**config.mk**
```make
export PLATFORM = sky130hd
export DESIGN_NAME = vend_ctrl_param
export DESIGN_NICKNAME = d
export VERILOG_FILES = /design/src/rtl/vm_pkg.sv /design/src/rtl/vm_edge_det.sv /design/src/rtl/vend_ctrl_param.sv
export SDC_FILE = /design/constraint.sdc
export NUM_CORES = 1
export LEC_CHECK = 0
export CORE_MARGIN = 1
export CORE_UTILIZATION = 40
export CTS_CLUSTER_SIZE = 16
export DETAILED_ROUTE_END_ITERATION = 8
export DONT_BUFFER_PORTS = 1
export GPL_TIMING_DRIVEN = 0
export SYNTH_ARGS = -nofsm -noshare
export SYNTH_HDL_FRONTEND = slang
export SYNTH_SLANG_ARGS = --single-unit
```
**constraint.sdc**
```tcl
create_clock -name clk -period 3.3 [get_ports clk]
set_input_delay 0.99 -clock clk [delete_from_list [all_inputs] [get_ports clk]]
set_output_delay 0.99 -clock clk [all_outputs]
set_load 0.05 [all_outputs]
```
**src/rtl/vm_pkg.sv**
```systemverilog
// Shared types and default constants for the parametrised vending controller.
package vm_pkg;

  typedef enum logic [1:0] {
    ST_IDLE   = 2'd0,
    ST_CREDIT = 2'd1,
    ST_VEND   = 2'd2,
    ST_REFUND = 2'd3
  } state_t;

  localparam int          DEF_NUM_ITEMS   = 3;
  localparam int          DEF_CREDIT_W    = 8;
  localparam logic [23:0] DEF_PRICES      = {8'd15, 8'd10, 8'd5};
  localparam logic [15:0] DEF_COIN_VALUES = {8'd10, 8'd5};

  // Price of default item i; indices outside the table read as 0.
  function automatic logic [DEF_CREDIT_W-1:0] slice_price(input int i);
    logic [DEF_CREDIT_W-1:0] p;
    p = '0;
    for (int k = 0; k < DEF_NUM_ITEMS; k++) begin
      if (k == i) p = DEF_PRICES[k*DEF_CREDIT_W +: DEF_CREDIT_W];
    end
    return p;
  endfunction

endpackage

```
**src/rtl/vm_edge_det.sv**
```systemverilog
// Registered rising-edge detector: rise is high in the cycle din first goes high.
module vm_edge_det #(
  parameter int W = 1
) (
  input  logic         clk,
  input  logic         rst,
  input  logic [W-1:0] din,
  output logic [W-1:0] rise
);

  logic [W-1:0] q;

  always_ff @(posedge clk or negedge rst) begin
    if (!rst) q <= '0;
    else      q <= din;
  end

  assign rise = din & ~q;

endmodule

```
**src/rtl/vend_ctrl_param.sv**
```systemverilog
// Vending controller: credit accumulation, vend with change, refund, per-item stock.
module vend_ctrl_param
  import vm_pkg::*;
#(
  parameter int                              NUM_ITEMS   = 3,
  parameter int                              NUM_COINS   = 2,
  parameter int                              CREDIT_W    = 8,
  parameter int                              SEL_W       = 2,
  parameter logic [NUM_ITEMS*CREDIT_W-1:0]   PRICES      = DEF_PRICES,
  parameter logic [NUM_COINS*CREDIT_W-1:0]   COIN_VALUES = DEF_COIN_VALUES,
  parameter int                              MAX_CREDIT  = 50,
  parameter int                              STOCK_W     = 4,
  parameter int                              STOCK_INIT  = 5
) (
  input  logic                 clk,
  input  logic                 rst,
  input  logic [NUM_COINS-1:0] coin,
  input  logic [SEL_W-1:0]     sel,
  input  logic                 cancel,
  input  logic                 restock,
  output logic [NUM_ITEMS-1:0] vend,
  output logic                 change,
  output logic [CREDIT_W-1:0]  rtn,
  output logic [CREDIT_W-1:0]  credit,
  output logic [NUM_ITEMS-1:0] sold_out,
  output logic                 coin_reject,
  output logic                 busy
);

  // Wide enough for credit plus every coin landing at once, so the compare never wraps.
  localparam int SUM_W = CREDIT_W + $clog2(NUM_COINS + 1);

  logic [NUM_COINS-1:0] coin_rise;
  logic                 sel_nz;
  logic                 sel_rise;
  logic                 cancel_rise;

  assign sel_nz = |sel;

  vm_edge_det #(.W(NUM_COINS)) u_coin_edge (
    .clk  (clk),
    .rst  (rst),
    .din  (coin),
    .rise (coin_rise)
  );

  vm_edge_det #(.W(1)) u_sel_edge (
    .clk  (clk),
    .rst  (rst),
    .din  (sel_nz),
    .rise (sel_rise)
  );

  vm_edge_det #(.W(1)) u_cancel_edge (
    .clk  (clk),
    .rst  (rst),
    .din  (cancel),
    .rise (cancel_rise)
  );

  logic [CREDIT_W-1:0] price [NUM_ITEMS];

  for (genvar gi = 0; gi < NUM_ITEMS; gi++) begin : g_price
    assign price[gi] = PRICES[gi*CREDIT_W +: CREDIT_W];
  end

  function automatic logic [SUM_W-1:0] coin_sum(input logic [NUM_COINS-1:0] hits);
    logic [SUM_W-1:0] s;
    s = '0;
    for (int j = 0; j < NUM_COINS; j++) begin
      if (hits[j]) s = s + SUM_W'(COIN_VALUES[j*CREDIT_W +: CREDIT_W]);
    end
    return s;
  endfunction

  function automatic logic [STOCK_W-1:0] dec_sat(input logic [STOCK_W-1:0] s);
    return (s == '0) ? s : s - 1'b1;
  endfunction

  state_t               state, state_nx;
  logic [CREDIT_W-1:0]  credit_q, credit_nx;
  logic [STOCK_W-1:0]   stock_q [NUM_ITEMS];
  logic [STOCK_W-1:0]   stock_nx [NUM_ITEMS];
  logic [NUM_ITEMS-1:0] vend_q, vend_nx;
  logic                 change_q, change_nx;
  logic [CREDIT_W-1:0]  rtn_q, rtn_nx;
  logic [NUM_ITEMS-1:0] sold_out_q, sold_out_nx;
  logic                 reject_q, reject_nx;

  logic [NUM_ITEMS-1:0] sel_hit;
  logic                 sel_ok;
  logic [CREDIT_W-1:0]  sel_price;
  logic [SUM_W-1:0]     coin_total;
  logic                 coin_any;

  // Decode the selection edge to an item and decide whether it can be served.
  always_comb begin
    sel_hit   = '0;
    sel_ok    = 1'b0;
    sel_price = '0;
    for (int i = 0; i < NUM_ITEMS; i++) begin
      if (sel_rise && (sel == SEL_W'(i + 1))) begin
        sel_hit[i] = 1'b1;
        sel_price  = price[i];
        sel_ok     = (stock_q[i] != '0) && (credit_q >= price[i]);
      end
    end
  end

  assign coin_any   = |coin_rise;
  assign coin_total = SUM_W'(credit_q) + coin_sum(coin_rise);

  // Next-state and next-output logic; cancel beats sel beats coins.
  always_comb begin
    state_nx  = state;
    credit_nx = credit_q;
    stock_nx  = stock_q;
    vend_nx   = '0;
    change_nx = 1'b0;
    rtn_nx    = '0;
    reject_nx = 1'b0;

    case (state)
      ST_VEND, ST_REFUND: begin
        state_nx  = ST_IDLE;
        credit_nx = '0;
        reject_nx = coin_any;
      end
      default: begin
        if ((state == ST_IDLE) && restock) begin
          for (int i = 0; i < NUM_ITEMS; i++) stock_nx[i] = STOCK_W'(STOCK_INIT);
        end

        if (cancel_rise && (credit_q != '0)) begin
          state_nx  = ST_REFUND;
          change_nx = 1'b1;
          rtn_nx    = credit_q;
          credit_nx = '0;
          reject_nx = coin_any;
        end else if (sel_ok) begin
          state_nx  = ST_VEND;
          vend_nx   = sel_hit;
          rtn_nx    = credit_q - sel_price;
          change_nx = (credit_q != sel_price);
          credit_nx = '0;
          reject_nx = coin_any;
          for (int i = 0; i < NUM_ITEMS; i++) begin
            if (sel_hit[i]) stock_nx[i] = dec_sat(stock_q[i]);
          end
        end else if (coin_any) begin
          if (coin_total <= SUM_W'(MAX_CREDIT)) begin
            credit_nx = CREDIT_W'(coin_total);
            state_nx  = (credit_nx == '0) ? ST_IDLE : ST_CREDIT;
          end else begin
            reject_nx = 1'b1;
          end
        end
      end
    endcase

    for (int i = 0; i < NUM_ITEMS; i++) sold_out_nx[i] = (stock_nx[i] == '0);
  end

  // ---- register stage: state, credit, stock and all output pulses ----
  always_ff @(posedge clk or negedge rst) begin
    if (!rst) begin
      state      <= ST_IDLE;
      credit_q   <= '0;
      for (int i = 0; i < NUM_ITEMS; i++) stock_q[i] <= STOCK_W'(STOCK_INIT);
      vend_q     <= '0;
      change_q   <= 1'b0;
      rtn_q      <= '0;
      sold_out_q <= '0;
      reject_q   <= 1'b0;
    end else begin
      state      <= state_nx;
      credit_q   <= credit_nx;
      stock_q    <= stock_nx;
      vend_q     <= vend_nx;
      change_q   <= change_nx;
      rtn_q      <= rtn_nx;
      sold_out_q <= sold_out_nx;
      reject_q   <= reject_nx;
    end
  end

  always_comb begin
    vend        = vend_q;
    change      = change_q;
    rtn         = rtn_q;
    credit      = credit_q;
    sold_out    = sold_out_q;
    coin_reject = reject_q;
    busy        = (state == ST_VEND) || (state == ST_REFUND);
  end

endmodule

```
Figure 1. Gate-type map (run 1).
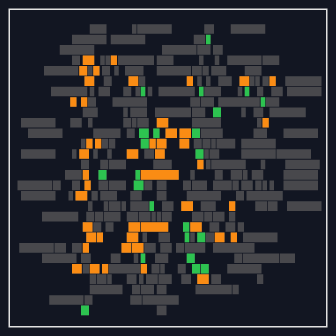
green -> NAND gates  # cells 23
orange -> inverting AOI/OAI gates  # cells 47

Figure 2. Clock network drawn from the DEF (run 1).
Bar = 20 um.
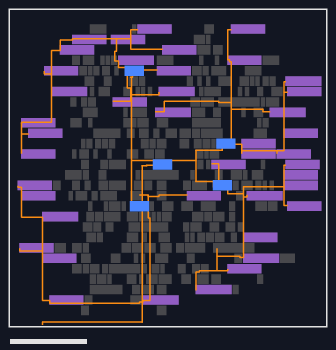
orange -> clock wires  # length 573 um
blue -> cells driving clock nets  # count 5
purple -> flip-flops  # count 42
routed clock nets = 6
flops lie = widely spread

Figure 3. Met2 routing (run 1).
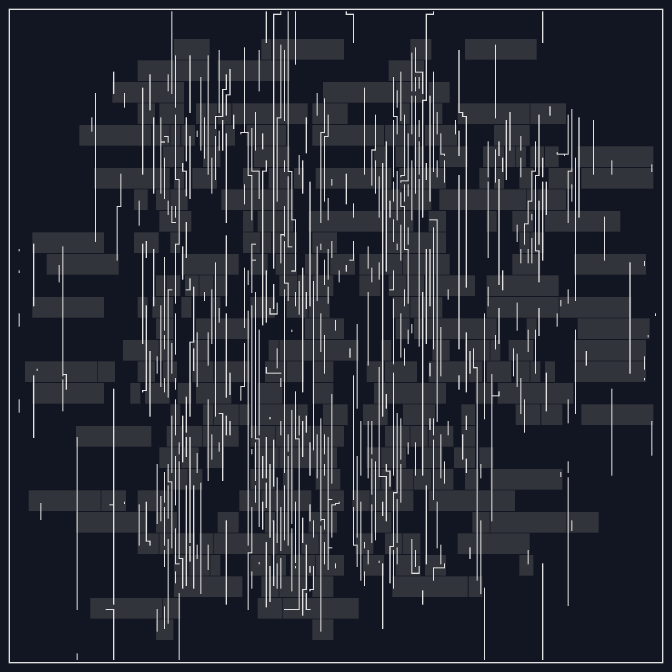
share of all routed wire = 45%
main direction = vertical
longest straight run = 32.1 um
wire length on this layer = 2,690 um
nets with wire on the layer = 258

==> run 1: placed cells by master (no fill, tap or decap), types with 3 or more instances in the layout <==
cell	n
o21a_1	3
dfrtp_1	31
a21oi_1	14
nor2b_1	7
a221o_1	4
clkbuf_2	3
nor3_1	11
xor2_1	4
a21o_1	3
clkbuf_8	5
o31ai_1	4
dfstp_2	6
a22oi_1	3
and2_1	6
a211oi_1	6
inv_1	13
dfrtp_2	5
nor4_1	4
nor3b_1	3
or3_1	4
o21ai_0	4
nand2_1	9
xnor2_1	7
clkbuf_1	6
nor2_1	25
ha_1	8
buf_4	10
or2_2	8
nand2b_1	8
==> run 1: where the power goes <==
part | switching [mW] | leakage, nW | internal (mW)
combinational | 0.466 | 0.643 | 0.309
sequential | 0.236 | 0.537 | 0.586
clock | 0.190 | 0.0683 | 0.303
==> impl_metrics.csv, run 1 <==
group,metric,value,unit
cells_and_area,comb_area_share,49.5,%
clock_network,cts_tree,"built",
critical_path,cp.arrival,3.38,ns
global_routing,top_usage_layer,"met2",
die,chip_area,6800,um^2
critical_path,cp.required,3.48,ns
final_timing,hold_viol,0,
global_routing,overflow,0,
synthesis,xor_area_share,4.59,%
cells_and_area,clock_cell_area_share,4.66,%
status,outcome,"finished clean",
synthesis,ys_seq_share,40.8,%
cells_and_area,antenna_cells,0,
cells_and_area,utilization,48.4,%
clock_network,clock_latency,0.30,ns
power,ir_drop,0.409,mV
routing,first_pass_iters,4,
synthesis,ys_sh_adder,4.64,%
synthesis,yosys.area_share.aoi,18.3,%
die,die_w,82.5,um
cells_and_area,seq_share,36.1,%
synthesis,synth_cell_type_count,63,
clock_network,clk_pin_slew_worst_paths,0.08,ns
clock_network,cts_buffer_depth,2,
final_timing,max-slew-margin-rel,56.9,%
run,maxCapViolCount,0,
routing,drc_errors,0,
synthesis,ys.flop_type,"dfrtp_1",
global_routing,grt_pass1_vias,1952,
routing,top_layer,"met4",
routing,drt-met1-wl,3.00,mm
final_timing,final_max_slew_viol_count,0,
routing,drt_iter0_drc,85,
critical_path,worst-setup-path-type,"in -> reg",
synthesis,edf_count,0,
synthesis,synth_cells,266,
final_timing,skew,0.00628,ns
global_routing,grt_pass1_wl,9.83,mm
cells_and_area,synthToLayoutAreaGrowth,13.9,%
cells_and_area,flop_area,1060,um^2
routing,wl_per_cell,16.7,um
critical_path,startpoint_type,"primary input",
cells_and_area,largest_register_ffs,12,
die,initial_utilization,42.5,%
critical_path,r2r_end,"sold_out[1]$_DFF_PN0_",
critical_path,crit_slowest_cell,"a221o_1",
clock_network,cts.htree.levels,2,
critical_path,path_cells,"nor2b_2, clkbuf_4, and2_1, ha_1, a221oi_1, o21ai_1, nand2_1, mux2_4, o31a_1, a221o_1",
critical_path,path_delay_family,"AND-OR/OR-AND gates",
critical_path,cp_num_buf_inv,1,
synthesis,synthesis.nets,283,
global_routing,grtUsageMet3,2.86,%
die,fp.dieH,82.5,um
global_routing,grt_usage,19.5,%
final_timing,hold_slack,0.380,ns
final_timing,fin_crit_sh,97.2,%
cells_and_area,n_fill_cell,609,
clock_network,cts-resized-gates,12,
synthesis,synth.ff_latch_count,42,
clock_network,cts.sinks,42,
synthesis,common_cells,"dfrtp_1, nor2_1, a21oi_1, inv_1, nor3_1",
final_timing,setup_tns,0,ns
clock_network,cts-root-buf,"clkbuf_8",
cells_and_area,clock_buffers,5,
Figure 4. Placed cells, one color a class (run 1).
Bar = 20 um.
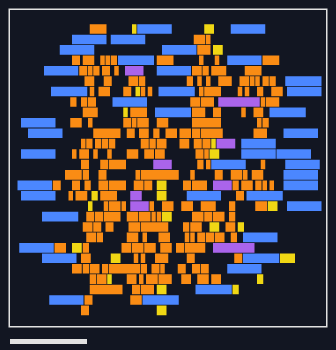

==> inputs of run 2 (changes only) <==
==> constraint.sdc (replaced) <==
create_clock -name clk -period 2.8 [get_ports clk]
set_input_delay 0.84 -clock clk [delete_from_list [all_inputs] [get_ports clk]]
set_output_delay 0.84 -clock clk [all_outputs]
set_load 0.05 [all_outputs]
Figure 5. Placed cells, one color a class (run 2).
Bar = 20 um.
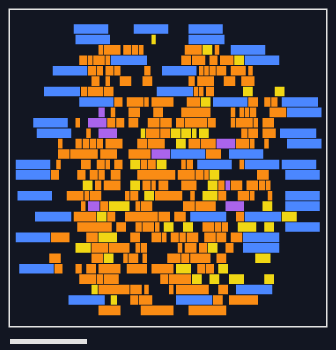
orange -> all other logic  # cells 210, share of their area 54%
blue -> flops  # cells 42, share of their area 33%
yellow -> other buffers and delay cells  # cells 41, share of their area 10%
purple -> clock drivers and dummy loads  # cells 8, share of their area 2.7%

Figure 6. Clock network drawn from the DEF (run 2).
Bar = 20 um.
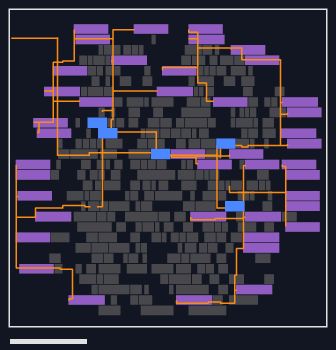
purple -> flip-flops  # count 42
blue -> cells driving clock nets  # count 5
orange -> clock wires  # length 565 um
flops lie = widely spread
routed clock nets = 6

==> impl_metrics.csv, run 2 <==
group,metric,value,unit
power,power_leader,"combinational logic",
clock_network,cts.sinks,42,
global_routing,grt_pass1_wl,10.4,mm
global_routing,grtUsageMet3,4.84,%
final_timing,setup_tns,-0.470,ns
clock_network,cts_tree,"built",
final_timing,setup_viol,7,
synthesis,synth_cell_type_count,63,
die,fp.dieH,82.5,um
synthesis,xor_area_share,4.59,%
power,pwr-share-seq,38.9,%
final_timing,hold_slack,0.230,ns
critical_path,startpoint_type,"flop",
synthesis,yosys.area_share.aoi,18.3,%
cells_and_area,synthToLayoutAreaGrowth,27.7,%
die,chip_area,6800,um^2
power,clk-power,0.392,mW
power,p_switching,1.14,mW
power,pg_comb,1.16,mW
status,failed_checks,"negative setup slack",
final_timing,max-slew-margin-rel,60.9,%
die,die_w,82.5,um
clock_network,clk_pin_slew_worst_paths,0.09,ns
cells_and_area,utilization,54.3,%
cells_and_area,largest_register_ffs,12,
routing,wl_per_cell,17.2,um
power,intPower,1.40,mW
power,seq_power,0.985,mW
critical_path,cp.arrival,3.11,ns
critical_path,path_cells,"buf_6, or4_4, o41ai_4, buf_4, o21ai_4, nor4_4, buf_4, nand2_2, a221o_1, nor4_2",
clock_network,cts-root-buf,"clkbuf_8",
synthesis,synthesis.nets,283,
status,outcome,"finished with violations",
routing,drt-met1-wl,3.22,mm
routing,first_pass_iters,4,
cells_and_area,antenna_cells,0,
power,p_clk_share,15.5,%
final_timing,final_max_slew_viol_count,0,
clock_network,cts.htree.levels,2,
clock_network,cts_buffer_depth,2,
synthesis,synth.ff_latch_count,42,
final_timing,fin_crit_sh,104,%
synthesis,common_cells,"dfrtp_1, nor2_1, a21oi_1, inv_1, nor3_1",
global_routing,grt_usage,20.5,%
synthesis,synth_cells,266,
synthesis,ys_sh_adder,4.64,%
final_timing,finalWorstSetupSlack,-0.105,ns
critical_path,r2r_end,"sold_out[1]$_DFF_PN0_",
critical_path,cp_num_buf_inv,3,
synthesis,edf_count,0,
global_routing,top_usage_layer,"met2",
power,combPwrFrac,45.7,%
routing,drc_errors,0,
global_routing,grt_pass1_vias,2109,
routing,top_layer,"met4",
routing,drt_iter0_drc,92,
==> run 2: cell types whose count changed in the layout (fill, tap and decap cells not counted), moves of 3 or more <==
cell     change
buf_6        +5
dfrtp_2      +3
dfrtp_1      -3
a21oi_1      -3
buf_4       +16
==> run 2: repair_timing <==
| item | CTS | global route |
|---|---|---|
| setup endpoints to repair | 20 | 23 |
| setup buffers | 18 | 10 |
| pin swaps | 9 | 8 |
| resized | 30 | 22 |
==> run 2: cell type report <==
type	instances	area, um^2
clock inverters	2	13.8
fillers	564	2790
well taps	75	93.8
repair buffers	28	218
plain buffers	13	116
multi-input cells	197	1680
flip-flops and latches	42	1070
clock buffers	6	72.6
inverters	13	48.8
Figure 7. Met2 routing (run 2).
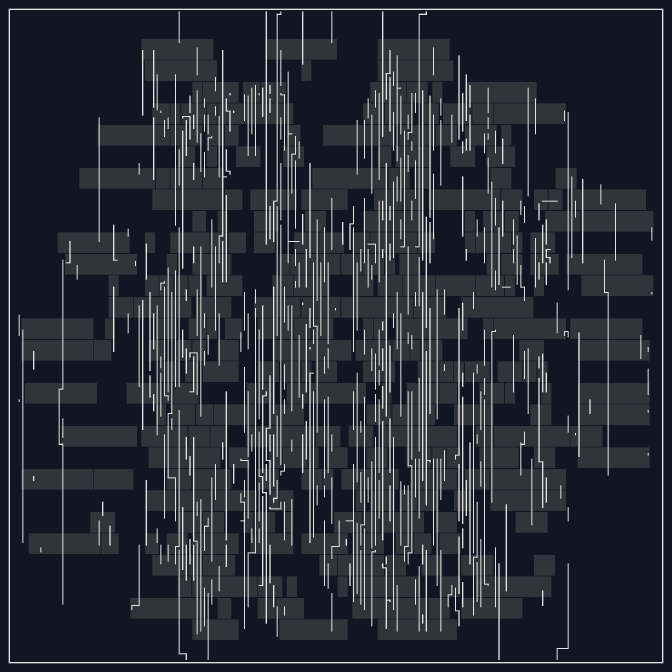

==> inputs of run 3 (changes only) <==
--- a/config.mk
+++ b/config.mk
@@ -11,6 +11,7 @@
 export DETAILED_ROUTE_END_ITERATION = 8
 export DONT_BUFFER_PORTS = 1
 export GPL_TIMING_DRIVEN = 0
+export MAX_ROUTING_LAYER = met4
 export SYNTH_ARGS = -nofsm -noshare
 export SYNTH_HDL_FRONTEND = slang
 export SYNTH_SLANG_ARGS = --single-unit
Figure 8. Met2 routing (run 3).
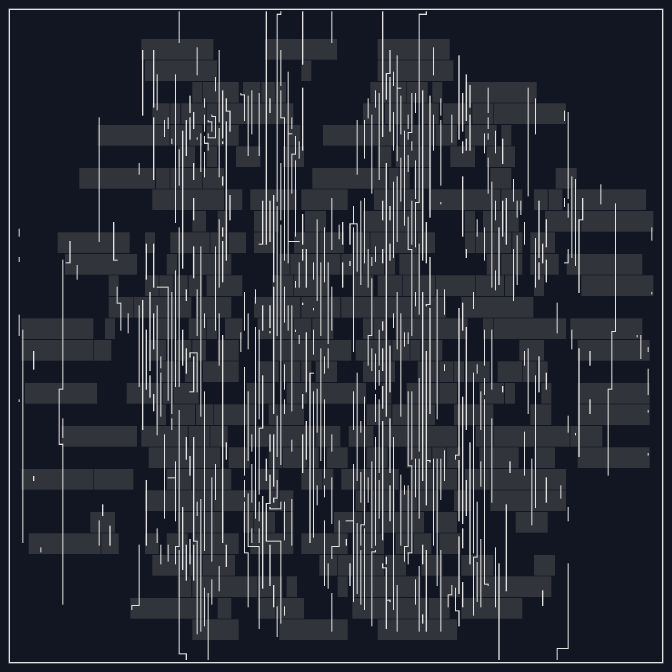
wire length on this layer = 2,920 um
nets with wire on the layer = 266
longest straight run = 32.0 um
main direction = vertical

Figure 9. Clock network drawn from the DEF (run 3).
Bar = 20 um.
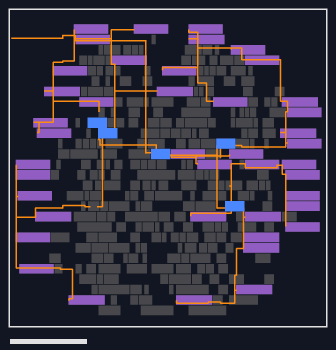
orange -> clock wires  # length 570 um
purple -> flip-flops  # count 42
blue -> cells driving clock nets  # count 5
routed clock nets = 6
flops lie = widely spread

==> impl_metrics.csv, run 3 <==
group,metric,value,unit
power,combPwrFrac,45.7,%
final_timing,final_max_slew_viol_count,0,
cells_and_area,num-nonclk-inverters,13,
status,failed_checks,"negative setup slack",
final_timing,hold_viol,0,
die,fp.dieH,82.5,um
cells_and_area,signal_buffers,41,
clock_network,cts-root-buf,"clkbuf_8",
global_routing,grtUsageMet3,4.18,%
final_timing,fmax,346,MHz
synthesis,ys_sh_adder,4.64,%
global_routing,grt_pass1_vias,2104,
cells_and_area,clock_cell_area_share,2.61,%
clock_network,cts-resized-gates,30,
clock_network,clk_pin_slew_worst_paths,0.09,ns
power,p_clk_share,15.4,%
cells_and_area,seq_share,32.3,%
cells_and_area,n_fill_cell,564,
power,ir_drop,0.475,mV
final_timing,finalWorstSetupSlack,-0.0886,ns
synthesis,synthesis.nets,283,
clock_network,cts.sinks,42,
cells_and_area,antenna_cells,0,
cells_and_area,nMultiInputCombCells,197,
status,outcome,"finished with violations",
synthesis,synth_area_leader_cell,"dfrtp_1",
cells_and_area,flops,42,
cells_and_area,comb_area_share,50.7,%
routing,drt-met1-wl,3.24,mm
place,place_ws,-0.636,ns
global_routing,grt_pass1_wl,10.4,mm
final_timing,setup_tns,-0.388,ns
cells_and_area,clock_buffers,6,
global_routing,grt_max_degree,43,
routing,drt_iter0_drc,110,
synthesis,synth_cell_type_count,63,
die,taps,75,
critical_path,cp.required,3.00,ns
final_timing,max-slew-margin-rel,60.6,%
cells_and_area,largestClassByArea,"logic gates",
synthesis,synth.ff_latch_count,42,
final_timing,rsz0062_at_grt,"yes",
cells_and_area,utilization,54.3,%
worst_hold_path,hold_path_class,"in -> async",
synthesis,yosys.area_share.aoi,18.3,%
clock_network,cts_setup_buffers,18,
synthesis,xor_area_share,4.59,%
cells_and_area,largest_register_ffs,12,
synthesis,synth_cells,266,
critical_path,cp.arrival,3.09,ns
final_timing,setup_viol,7,
global_routing,top_usage_layer,"met2",
cells_and_area,flop_area,1070,um^2
synthesis,yosys_area,2590,um^2
critical_path,r2r_end,"sold_out[1]$_DFF_PN0_",
power,intPower,1.40,mW
routing,wl_per_cell,17.2,um
cells_and_area,buffer_area_share,10.1,%
final_timing,hold_slack,0.228,ns
cells_and_area,comb_area,1680,um^2
clock_network,cts_buffer_depth,2,
final_timing,fin_crit_sh,103,%
synthesis,edf_count,0,
cells_and_area,synthToLayoutAreaGrowth,27.7,%
critical_path,regToRegStartpoint,"credit[6]$_DFFE_PN0P_",
routing,first_pass_iters,4,
die,chip_area,6800,um^2
die,die_w,82.5,um
run,warnings,29,
place,place_area,2790,um^2
synthesis,common_cells,"dfrtp_1, nor2_1, a21oi_1, inv_1, nor3_1",
clock_network,cts.htree.levels,2,
clock_network,cts_buffers,5,
synthesis,ys.flop_type,"dfrtp_1",
critical_path,r2r_slack,-0.09,ns
routing,top_layer,"met4",
routing,drc_errors,0,
critical_path,startpoint_type,"flop",
global_routing,grt_usage,21.1,%
power,p_switching,1.14,mW
clock_network,hold_buffers,0,
critical_path,cp_max_fo,6,
clock_network,cts_tree,"built",
place,gp_congestion,0.813,
power,pwr-share-seq,38.9,%
power,p_total,2.53,mW
run 3: cell counts in the layout (fill, tap and decap cells not counted):
Identical to the previous run, type by type.
run 3: critical path, stage by stage, from the launching register on:
cell and delay [ns]:
dfrtp_2 0.53, buf_6 0.17, or4_4 0.57, o41ai_4 0.28, buf_4 0.18, o21ai_4 0.08
nor4_4 0.15, buf_4 0.19, nand2_2 0.05, a221o_1 0.33, nor4_2 0.27
run 3: power by group through the flow:
stage,combinational [mW],clock [mW],sequential (mW)
after floorplan,0.720,0,0.958
after global placement,0.888,0,0.985
after detailed placement,0.893,0,0.986
after CTS,1.04,0.407,0.980
after global routing,1.27,0.428,0.996
final,1.16,0.391,0.985
Power is estimated from default activity; no workload was simulated.
